--- src/rtl/vga_timing_gen_if.sv ---
// vga_timing_gen_if: raster coordinates, renderer colour return and VGA pin bundle
interface vga_timing_gen_if;
  logic [10:0] curr_x;
  logic [10:0] curr_y;
  logic [3:0]  draw_r;
  logic [3:0]  draw_g;
  logic [3:0]  draw_b;
  logic [3:0]  vga_r;
  logic [3:0]  vga_g;
  logic [3:0]  vga_b;
  logic        hsync;
  logic        vsync;
  logic        active;
  logic        vblank_start;
  logic        game_tick;
  modport master (
    output curr_x, curr_y, vga_r, vga_g, vga_b, hsync, vsync, active, vblank_start, game_tick,
    input  draw_r, draw_g, draw_b
  );
  modport slave (
    input  curr_x, curr_y, vga_r, vga_g, vga_b, hsync, vsync, active, vblank_start, game_tick,
    output draw_r, draw_g, draw_b
  );
endinterface

--- src/rtl/vga_timing_gen.sv ---
// vga_timing_gen: raster scan counters, pipeline-aligned sync/RGB outputs, vblank strobe and game tick
module vga_timing_gen #(
  parameter int H_ACTIVE    = 1440,
  parameter int H_FP        = 80,
  parameter int H_SYNC      = 152,
  parameter int H_BP        = 232,
  parameter int V_ACTIVE    = 900,
  parameter int V_FP        = 1,
  parameter int V_SYNC      = 3,
  parameter int V_BP        = 28,
  parameter bit H_SYNC_POL  = 1'b0,
  parameter bit V_SYNC_POL  = 1'b1,
  parameter int PIPE_DELAY  = 2,
  parameter int TICK_FRAMES = 8
) (
  input logic            clk,
  input logic            rst,
  vga_timing_gen_if.master bus
);
  localparam int H_TOTAL = H_ACTIVE + H_FP + H_SYNC + H_BP;
  localparam int V_TOTAL = V_ACTIVE + V_FP + V_SYNC + V_BP;
  localparam int FW = $clog2(TICK_FRAMES + 1);
  localparam logic [10:0] H_LAST = 11'(H_TOTAL - 1);
  localparam logic [10:0] V_LAST = 11'(V_TOTAL - 1);
  localparam logic [10:0] H_VIS  = 11'(H_ACTIVE);
  localparam logic [10:0] V_VIS  = 11'(V_ACTIVE);
  localparam logic [10:0] HS_BEG = 11'(H_ACTIVE + H_FP);
  localparam logic [10:0] HS_END = 11'(H_ACTIVE + H_FP + H_SYNC);
  localparam logic [10:0] VS_BEG = 11'(V_ACTIVE + V_FP);
  localparam logic [10:0] VS_END = 11'(V_ACTIVE + V_FP + V_SYNC);
  localparam logic [FW-1:0] FC_LAST = FW'(TICK_FRAMES - 1);
  logic [10:0] hcount;
  logic [10:0] vcount;
  logic [FW-1:0] fc;
  logic [PIPE_DELAY-1:0] d_act;
  logic [PIPE_DELAY-1:0] d_hs;
  logic [PIPE_DELAY-1:0] d_vs;
  logic h_wrap;
  logic raw_act;
  logic raw_hs;
  logic raw_vs;
  logic vbs;
  assign bus.curr_x       = hcount;
  assign bus.curr_y       = vcount;
  assign bus.active       = raw_act;
  assign bus.vblank_start = vbs;
  assign bus.game_tick    = vbs && (fc == FC_LAST);
  // decode position-dependent flags straight from the counter registers
  always_comb begin
    h_wrap  = hcount == H_LAST;
    raw_act = (hcount < H_VIS) && (vcount < V_VIS);
    raw_hs  = (hcount >= HS_BEG) && (hcount < HS_END);
    raw_vs  = (vcount >= VS_BEG) && (vcount < VS_END);
    vbs     = (hcount == '0) && (vcount == V_VIS);
  end
  // raster counters: vcount steps only when the line wraps
  always_ff @(posedge clk) begin
    if (!rst) begin
      hcount <= '0;
      vcount <= '0;
    end else begin
      hcount <= h_wrap ? '0 : hcount + 11'd1;
      if (h_wrap) vcount <= (vcount == V_LAST) ? '0 : vcount + 11'd1;
    end
  end
  // frame counter paces game_tick and restarts on each tick
  always_ff @(posedge clk) begin
    if (!rst) fc <= '0;
    else if (vbs) fc <= (fc == FC_LAST) ? '0 : fc + FW'(1);
  end
  // delay raw flags to meet the renderer's colour, then register the VGA pins
  always_ff @(posedge clk) begin
    if (!rst) begin
      d_act     <= '0;
      d_hs      <= '0;
      d_vs      <= '0;
      bus.vga_r <= '0;
      bus.vga_g <= '0;
      bus.vga_b <= '0;
      bus.hsync <= ~H_SYNC_POL;
      bus.vsync <= ~V_SYNC_POL;
    end else begin
      d_act     <= PIPE_DELAY'({d_act, raw_act});
      d_hs      <= PIPE_DELAY'({d_hs, raw_hs});
      d_vs      <= PIPE_DELAY'({d_vs, raw_vs});
      bus.vga_r <= d_act[PIPE_DELAY-1] ? bus.draw_r : '0;
      bus.vga_g <= d_act[PIPE_DELAY-1] ? bus.draw_g : '0;
      bus.vga_b <= d_act[PIPE_DELAY-1] ? bus.draw_b : '0;
      bus.hsync <= d_hs[PIPE_DELAY-1] ? H_SYNC_POL : ~H_SYNC_POL;
      bus.vsync <= d_vs[PIPE_DELAY-1] ? V_SYNC_POL : ~V_SYNC_POL;
    end
  end
endmodule

--- src/flat_wrapper.sv ---
// flat-port wrapper written by rule: the top's interface ports become plain ports
module vga_timing_gen_flat 
#(
  parameter int H_ACTIVE    = 1440,
  parameter int H_FP        = 80,
  parameter int H_SYNC      = 152,
  parameter int H_BP        = 232,
  parameter int V_ACTIVE    = 900,
  parameter int V_FP        = 1,
  parameter int V_SYNC      = 3,
  parameter int V_BP        = 28,
  parameter bit H_SYNC_POL  = 1'b0,
  parameter bit V_SYNC_POL  = 1'b1,
  parameter int PIPE_DELAY  = 2,
  parameter int TICK_FRAMES = 8
)
  (clk, rst, bus_curr_x, bus_curr_y, bus_vga_r, bus_vga_g, bus_vga_b, bus_hsync, bus_vsync, bus_active, bus_vblank_start, bus_game_tick, bus_draw_r, bus_draw_g, bus_draw_b);
  vga_timing_gen_if bus_i ();
  input logic clk;
  input logic rst;
  output wire logic [$bits(bus_i.curr_x)-1:0] bus_curr_x;
  output wire logic [$bits(bus_i.curr_y)-1:0] bus_curr_y;
  output wire logic [$bits(bus_i.vga_r)-1:0] bus_vga_r;
  output wire logic [$bits(bus_i.vga_g)-1:0] bus_vga_g;
  output wire logic [$bits(bus_i.vga_b)-1:0] bus_vga_b;
  output wire logic [$bits(bus_i.hsync)-1:0] bus_hsync;
  output wire logic [$bits(bus_i.vsync)-1:0] bus_vsync;
  output wire logic [$bits(bus_i.active)-1:0] bus_active;
  output wire logic [$bits(bus_i.vblank_start)-1:0] bus_vblank_start;
  output wire logic [$bits(bus_i.game_tick)-1:0] bus_game_tick;
  input wire logic [$bits(bus_i.draw_r)-1:0] bus_draw_r;
  input wire logic [$bits(bus_i.draw_g)-1:0] bus_draw_g;
  input wire logic [$bits(bus_i.draw_b)-1:0] bus_draw_b;
  assign bus_curr_x = bus_i.curr_x;
  assign bus_curr_y = bus_i.curr_y;
  assign bus_vga_r = bus_i.vga_r;
  assign bus_vga_g = bus_i.vga_g;
  assign bus_vga_b = bus_i.vga_b;
  assign bus_hsync = bus_i.hsync;
  assign bus_vsync = bus_i.vsync;
  assign bus_active = bus_i.active;
  assign bus_vblank_start = bus_i.vblank_start;
  assign bus_game_tick = bus_i.game_tick;
  assign bus_i.draw_r = bus_draw_r;
  assign bus_i.draw_g = bus_draw_g;
  assign bus_i.draw_b = bus_draw_b;
  vga_timing_gen #(.H_ACTIVE(H_ACTIVE), .H_FP(H_FP), .H_SYNC(H_SYNC), .H_BP(H_BP), .V_ACTIVE(V_ACTIVE), .V_FP(V_FP), .V_SYNC(V_SYNC), .V_BP(V_BP), .H_SYNC_POL(H_SYNC_POL), .V_SYNC_POL(V_SYNC_POL), .PIPE_DELAY(PIPE_DELAY), .TICK_FRAMES(TICK_FRAMES)) u_core (.clk(clk), .rst(rst), .bus(bus_i));
endmodule
--- config.mk ---
export PLATFORM = sky130hd
export DESIGN_NAME = vga_timing_gen_flat
export DESIGN_NICKNAME = d
export VERILOG_FILES = /design/src/rtl/vga_timing_gen_if.sv /design/src/rtl/vga_timing_gen.sv /design/src/flat_wrapper.sv
export SDC_FILE = /design/constraint.sdc
export NUM_CORES = 1
export LEC_CHECK = 0
export ABC_CLOCK_PERIOD_IN_PS = 1500
export CAP_MARGIN = 40
export CORE_MARGIN = 8
export CORE_UTILIZATION = 35
export DETAILED_ROUTE_END_ITERATION = 16
export GPL_TIMING_DRIVEN = 0
export PLACE_DENSITY = 0.6
export SETUP_SLACK_MARGIN = 0.2
export SLEW_MARGIN = 15
export SYNTH_ARGS = -nofsm -noshare
export SYNTH_HDL_FRONTEND = slang
export SYNTH_SLANG_ARGS = --single-unit
--- constraint.sdc ---
create_clock -name clk -period 1.5 [get_ports clk]
set_input_delay 0.45 -clock clk [delete_from_list [all_inputs] [get_ports clk]]
set_output_delay 0.45 -clock clk [all_outputs]
set_load 0.005 [all_outputs]
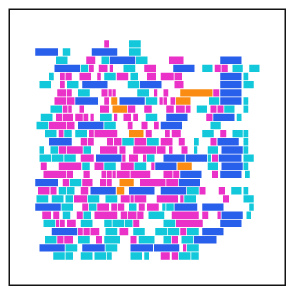
placement_by_type.png
Scale: 3 px per µm.
legend:
  cyan:
    class: remaining buffers and delay cells
    cells: 115
    share_of_their_area: 32%
  blue:
    class: sequential cells
    cells: 46
    share_of_their_area: 29%
  orange:
    class: clock drivers and dummy loads
    cells: 8
    share_of_their_area: 3.3%
  magenta:
    class: combinational and other logic
    cells: 154
    share_of_their_area: 36%
Layout Cell Area excl Fill: 3500 µm²
flip-flop and latch share of the layout cell area: 28.1%
core region area: 5510 µm²
utilization of the core after routing: 63.6%

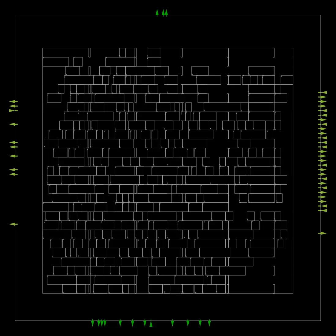
placement.png
site row count: 27
flop count: 46
final non-filler cell total: 395

==> flow_results.xml <==
<?xml version="1.0" encoding="UTF-8"?>
<metrics>
  <group name="cts">
    <metric name="tritoncts.num_buffers" unit="">5</metric>
    <metric name="clkSinkCount" unit="">46</metric>
  </group>
  <group name="synth">
    <metric name="fp_nets" unit="">226</metric>
    <metric name="synth_cell_types" unit="">44</metric>
    <metric name="synth_area" unit="µm²">2000</metric>
    <metric name="synth_warnings" unit="">0</metric>
  </group>
  <group name="sta">
    <metric name="timing_hold_violations_final" unit="">0</metric>
    <metric name="finalSetupViolCount" unit="">29</metric>
    <metric name="unrepaired_setup_endpoints_after_global_routing" unit="">true</metric>
    <metric name="timing_worst_slew_pin_value" unit="ns">0.373</metric>
    <metric name="slew_headroom" unit="%">75.1</metric>
    <metric name="final.setup.worst_slack" unit="ns">-0.585</metric>
  </group>
  <group name="final_layout">
    <metric name="n_antenna_cell" unit="">0</metric>
    <metric name="post_route_cells_drive_above_1_share" unit="%">55.7</metric>
  </group>
  <group name="worst_setup_path">
    <metric name="timing.reg2reg.setup_slack" unit="ns">-0.38</metric>
    <metric name="arrival" unit="ns">1.64</metric>
    <metric name="worstPathMaxFanout" unit="">2</metric>
  </group>
  <group name="die">
    <metric name="height_of_the_die" unit="µm">91.5</metric>
    <metric name="design.die.area" unit="µm²">8380</metric>
    <metric name="top_level_ports" unit="">53</metric>
  </group>
  <group name="route">
    <metric name="routed_wire_length" unit="µm">6030</metric>
    <metric name="drc" unit="">0</metric>
  </group>
  <group name="grt">
    <metric name="use_met2" unit="%">22.3</metric>
    <metric name="grt_antenna_before_repair" unit="">0</metric>
  </group>
  <group name="outcome">
    <metric name="outcome" unit="">complete, but fails checks</metric>
    <metric name="violated_checks" unit="">negative setup slack</metric>
  </group>
  <group name="placed_design">
    <metric name="placement.io_buffers" unit="">52</metric>
  </group>
  <group name="hold_path">
    <metric name="min_from" unit="">u_core.d_hs[1]$_SDFF_PN0_</metric>
  </group>
  <group name="run">
    <metric name="tool_warnings" unit="">32</metric>
  </group>
  <group name="power_and_ir_drop">
    <metric name="total_design_power" unit="mW">2.33</metric>
    <metric name="switching_share" unit="%">22.1</metric>
    <metric name="clock_power" unit="µW">930</metric>
  </group>
</metrics>
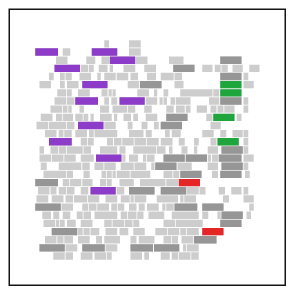
flops_by_reg.png
Scale: 3 px per µm. Other sequential cells in the stronger gray, the rest of the logic in the fainter gray.
legend:
  green:
    name_in_the_netlist: u_core.bus.vga_g
    placed_flops: 4
  purple:
    name_in_the_netlist: u_core.bus.curr_y
    placed_flops: 11
  red:
    name_in_the_netlist: u_core.d_hs
    placed_flops: 2
not colored: 29
power dissipated in sequential cells: 1.22 mW
Register Area: 985 µm²

==> metrics by stage <==
stage,hold WS (ns),setup WS (ns)
global placement,0.354,-0.696
floorplan,0.352,-0.105
global route,0.399,-0.665
detailed placement,0.358,-0.712
CTS,0.379,-0.618
finish,0.380,-0.585
==> flip-flops by register name, indices dropped and copies added (netlist names) <==
register and cells:
u_core.bus.curr_x 11, u_core.bus.curr_y 11, u_core.bus.hsync 1, u_core.bus.vga_b 4
u_core.bus.vga_g 4, u_core.bus.vga_r 4, u_core.bus.vsync 1, u_core.d_act 2
u_core.d_hs 2, u_core.d_vs 2, u_core.fc 4
==> kinds of logic (layout without fill, tap and decap cells) <==
kind of cell / count (synthesis) / in the layout / synth area share [%]
AND/OR/NAND/NOR: 98 / 99 / 32.6
flip-flops: 46 / 46 / 46.1
AND-OR/OR-AND: 32 / 32 / 9.34
buffers and inverters: 14 / 130 / 3.82
XOR/XNOR: 10 / 10 / 4.39
adder cells (fa/ha/maj): 6 / 6 / 3.76
==> timing repair <==
action / 4_1_cts / 5_1_grt
hold buffers: 0 / 0
pin swaps: 31 / 15
gates cloned: 1 / 0
setup endpoints to repair: 83 / 62
resized: 217 / 53
buffers inserted: 43 / 13
==> cell type report <==
cell class                 instances  share of cell area, %
multi-input combinational        147                   34.5
timing repair buffer             108                   28.9
sequential                        46                   28.1
tap                               72                   2.57
clock buffer                       5                   1.97
buffer                             7                   1.93
clock inverter                     3                   1.25
inverter                           7                  0.751
==> path summary, 6_finish.rpt <==
check                                      to  cells past startpoint
setup / recovery                bus_game_tick                      6
hold / removal    u_core.bus.hsync$_SDFF_PN1_                      1
setup reg to reg    u_core.fc[3]$_SDFFE_PN0P_                      8
hold reg to reg   u_core.bus.hsync$_SDFF_PN1_                      1
Power and IR drop assume default switching activity.
